`config.mk`:
```
export PLATFORM = sky130hd
export DESIGN_NAME = u712_buffer_sequencer
export DESIGN_NICKNAME = d
export VERILOG_FILES = /design/src/rtl/u712_pkg.sv /design/src/rtl/u712_buf_channel.sv /design/src/rtl/u712_buffer_sequencer.sv
export SDC_FILE = /design/constraint.sdc
export NUM_CORES = 1
export LEC_CHECK = 0
export CORE_ASPECT_RATIO = 1.4
export CORE_MARGIN = 10
export CORE_UTILIZATION = 45
export CTS_CLUSTER_DIAMETER = 40
export DETAILED_ROUTE_END_ITERATION = 7
export PLACE_DENSITY_LB_ADDON = 0.12
export SYNTH_ARGS = -nofsm -noshare
export SYNTH_HDL_FRONTEND = slang
export SYNTH_HIERARCHICAL = 1
export SYNTH_SLANG_ARGS = --single-unit
```
`constraint.sdc`:
```
create_clock -name CLK80 -period 1.5 [get_ports CLK80]
set_input_delay 0.45 -clock CLK80 [delete_from_list [all_inputs] [get_ports CLK80]]
set_output_delay 0.45 -clock CLK80 [all_outputs]
set_load 0.02 [all_outputs]
```
`src/rtl/u712_pkg.sv`:
```
// Shared types and constants for the U712 buffer sequencer.
package u712_pkg;

  typedef enum logic [1:0] {
    IDLE,
    SETUP,
    ON,
    TURN
  } chan_state_t;

  localparam logic DIR_TO_CHIP   = 1'b1;
  localparam logic DIR_FROM_CHIP = 1'b0;

endpackage

```
`src/rtl/u712_buf_channel.sv`:
```
// One buffer channel: sequences enable and direction with a setup cycle
// and a turnaround gap so direction never moves under a driving buffer.
module u712_buf_channel
  import u712_pkg::*;
#(
  parameter int unsigned TURN_CYC = 2,
  parameter bit          HAS_DIR  = 1'b1
) (
  input  logic clk,
  input  logic rst_n,
  input  logic req,
  input  logic dir_req,
  output logic en,
  output logic dir,
  output logic rdy
);

  localparam int unsigned TURN_EFF = (TURN_CYC < 1) ? 1 : TURN_CYC;
  localparam int unsigned CW       = (TURN_EFF > 1) ? $clog2(TURN_EFF) : 1;
  localparam logic [CW-1:0] TURN_LOAD = CW'(TURN_EFF - 1);

  chan_state_t   state;
  logic [CW-1:0] cnt;
  logic          dir_sel;

  assign dir_sel = HAS_DIR ? dir_req : DIR_FROM_CHIP;

  always_ff @(posedge clk or negedge rst_n) begin
    if (!rst_n) begin
      state <= IDLE;
      cnt   <= '0;
      dir   <= DIR_FROM_CHIP;
      en    <= 1'b0;
      rdy   <= 1'b0;
    end else begin
      case (state)
        IDLE: begin
          if (req) begin
            dir   <= dir_sel;
            state <= SETUP;
          end
        end
        SETUP: begin
          if (req && (dir_sel == dir)) begin
            state <= ON;
            en    <= 1'b1;
            rdy   <= 1'b1;
          end else begin
            state <= TURN;
            cnt   <= TURN_LOAD;
          end
        end
        ON: begin
          if (!req || (dir_sel != dir)) begin
            state <= TURN;
            cnt   <= TURN_LOAD;
            en    <= 1'b0;
            rdy   <= 1'b0;
          end
        end
        TURN: begin
          // A pending request skips the idle cycle and latches its direction on exit.
          if (cnt == '0) begin
            if (req) begin
              dir   <= dir_sel;
              state <= SETUP;
            end else begin
              state <= IDLE;
            end
          end else begin
            cnt <= cnt - 1'b1;
          end
        end
        default: state <= IDLE;
      endcase
    end
  end

endmodule

```
`src/rtl/u712_buffer_sequencer.sv`:
```
// U712 buffer control: CAS synchronisers, source/lane muxing and the
// VB and DRD channel sequencers.
module u712_buffer_sequencer
  import u712_pkg::*;
#(
  parameter int unsigned LANES       = 2,
  parameter int unsigned SYNC_STAGES = 2,
  parameter int unsigned TURN_CYC    = 2
) (
  input  logic             CLK80,
  input  logic             RESETn,
  input  logic             RnW,
  input  logic             REG_CYCLE,
  input  logic             CPU_CYCLE,
  input  logic             WRITE_CYCLE,
  input  logic [LANES-1:0] CASn,
  output logic             VBENn,
  output logic [LANES-1:0] DRDENn,
  output logic             DRDDIR,
  output logic             DMA_LATCH_EN,
  output logic             VB_RDY,
  output logic             DRD_RDY
);

  logic [LANES-1:0] sync_q [SYNC_STAGES];
  logic [LANES-1:0] dma_lane;
  logic             dma;
  logic             src_reg_q;
  logic             drd_req;
  logic             drd_dir_req;
  logic             vb_en, vb_dir, vb_rdy;
  logic             drd_en, drd_dir, drd_rdy;
  logic             unused_vb_dir;

  assign dma_lane      = sync_q[SYNC_STAGES-1];
  assign dma           = |dma_lane;
  assign drd_req       = dma | REG_CYCLE;
  assign drd_dir_req   = REG_CYCLE ? ~RnW : ~WRITE_CYCLE;
  assign unused_vb_dir = vb_dir;

  // src_reg_q follows the same sample point as the channel state, so it
  // always describes the request that the current ON cycle is serving.
  always_ff @(posedge CLK80 or negedge RESETn) begin
    if (!RESETn) begin
      for (int unsigned s = 0; s < SYNC_STAGES; s++) sync_q[s] <= '0;
      src_reg_q <= 1'b0;
    end else begin
      sync_q[0] <= ~CASn;
      for (int unsigned s = 1; s < SYNC_STAGES; s++) sync_q[s] <= sync_q[s-1];
      src_reg_q <= REG_CYCLE;
    end
  end

  u712_buf_channel #(
    .TURN_CYC (TURN_CYC),
    .HAS_DIR  (1'b0)
  ) u_vb (
    .clk     (CLK80),
    .rst_n   (RESETn),
    .req     (REG_CYCLE | CPU_CYCLE),
    .dir_req (DIR_FROM_CHIP),
    .en      (vb_en),
    .dir     (vb_dir),
    .rdy     (vb_rdy)
  );

  u712_buf_channel #(
    .TURN_CYC (TURN_CYC),
    .HAS_DIR  (1'b1)
  ) u_drd (
    .clk     (CLK80),
    .rst_n   (RESETn),
    .req     (drd_req),
    .dir_req (drd_dir_req),
    .en      (drd_en),
    .dir     (drd_dir),
    .rdy     (drd_rdy)
  );

  assign VBENn        = ~vb_en;
  assign VB_RDY       = vb_rdy;
  assign DRDENn       = ~({LANES{drd_en}} & (src_reg_q ? {LANES{1'b1}} : dma_lane));
  assign DRDDIR       = drd_dir;
  assign DMA_LATCH_EN = drd_en & ~src_reg_q & (drd_dir == DIR_TO_CHIP);
  assign DRD_RDY      = drd_rdy;

endmodule

```
**Supply network**

Pins as bars on the die edge. Tap cells in grey.
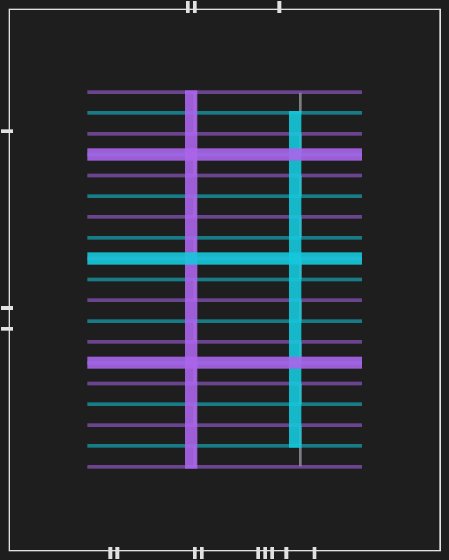
purple -> VSS
cyan -> VDD
met5 straps = 3
rows = 18

**Routed metal, one colour a layer**

Only two layers are drawn.
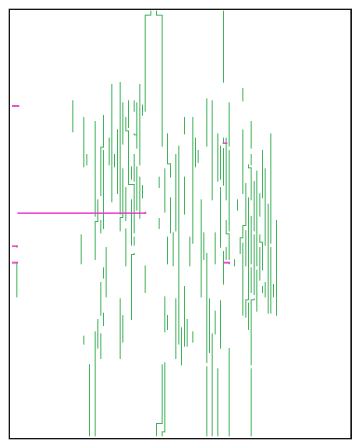
magenta -> M3  # wire length 24.1 um
green -> M2  # wire length 1050 um
overall routing resource usage: 0.0926
via count: 639
wire per inst: 13.4 um
final WL: 1750 um

==> run summary <==
run metrics: CP Capture Type register, max-slew violation count 0, dominant kind of cell combinational gates, worst setup margin -0.000455 ns, crit start category register, Clock-cell share 0.0307, relative slew slack 0.774, Cell Pwr Density approximately 2000 nW/um^2, dpl hpwl 1370 um, CP required between 1.5 and 2 ns, Internal 1410 uW, slowest stage cell, crit path or3_4, Die Ht 70.6 um, DR top layer met4, Worst Hold Margin about 0.35 ns, Layout area overhead 43.8%, worst path cell trace or3_4 > nand2b_4 > o311ai_4 > mux2_4, clk sinks 14, period utilisation layout 1.00, Repair and plain buffers 31, YS warnings 6, Levels on crit path 4, syn nets 95, worst hold path stage count 0, failing checks setup timing, Crit. Startpoint dma_lane[1], setup slack, reg-to-reg -0.0005 ns, Leak Pwr 0.000591 uW, Reg clk slew, reported paths 0.08 ns, status finished with violations, GR Overflow Total 0, Clock Tree Buf Depth 2, Post-Layout Cell Count 130, cts hold-fix bufs 0, crit path kind register to register, CTS buffer count 3, Setup violations, final 1, met2 WL 1050 um, buffering overhead 0.210, drt first pass iters 3, Worst path top cell family by delay simple AND/OR/NAND/NOR gates, CTS tree done, flop count 14
**Nets reached from selected ports**

The bar under the picture is 20 um long.
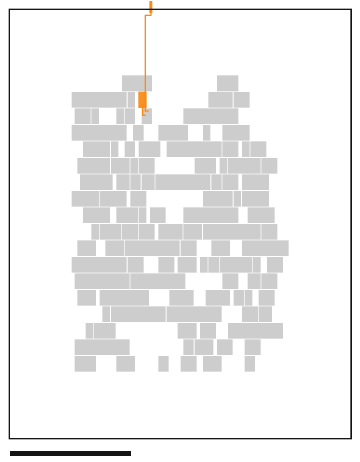
orange -> VBENn  # bits 1, direction output, end cells 1, wire 20.3 um
Buffers on Ports: 14
IO Count: 15

**Signal wires on met1**

The bar under the picture is 20 um long. Supply wires on this layer in grey. Cells faint in the background.
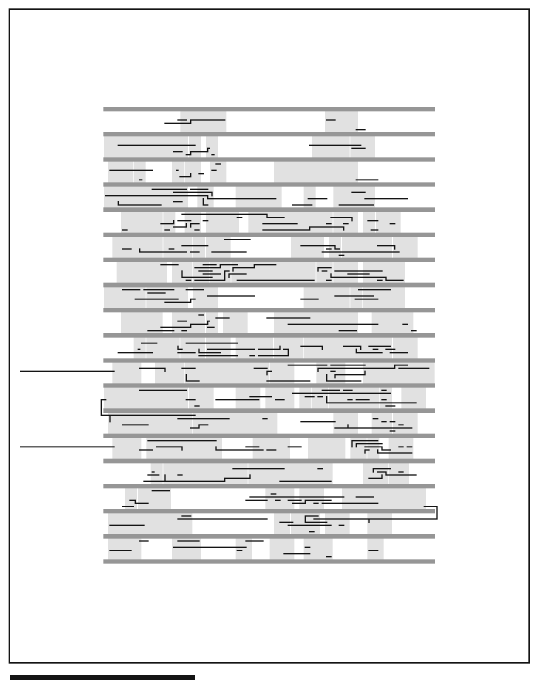
longest straight run = 13.3 um
main direction = horizontal
share of all routed wire = 36%
GRT met1 Usage: 0.0940

Power figures rest on the tool's default switching activity, not on a simulated workload.
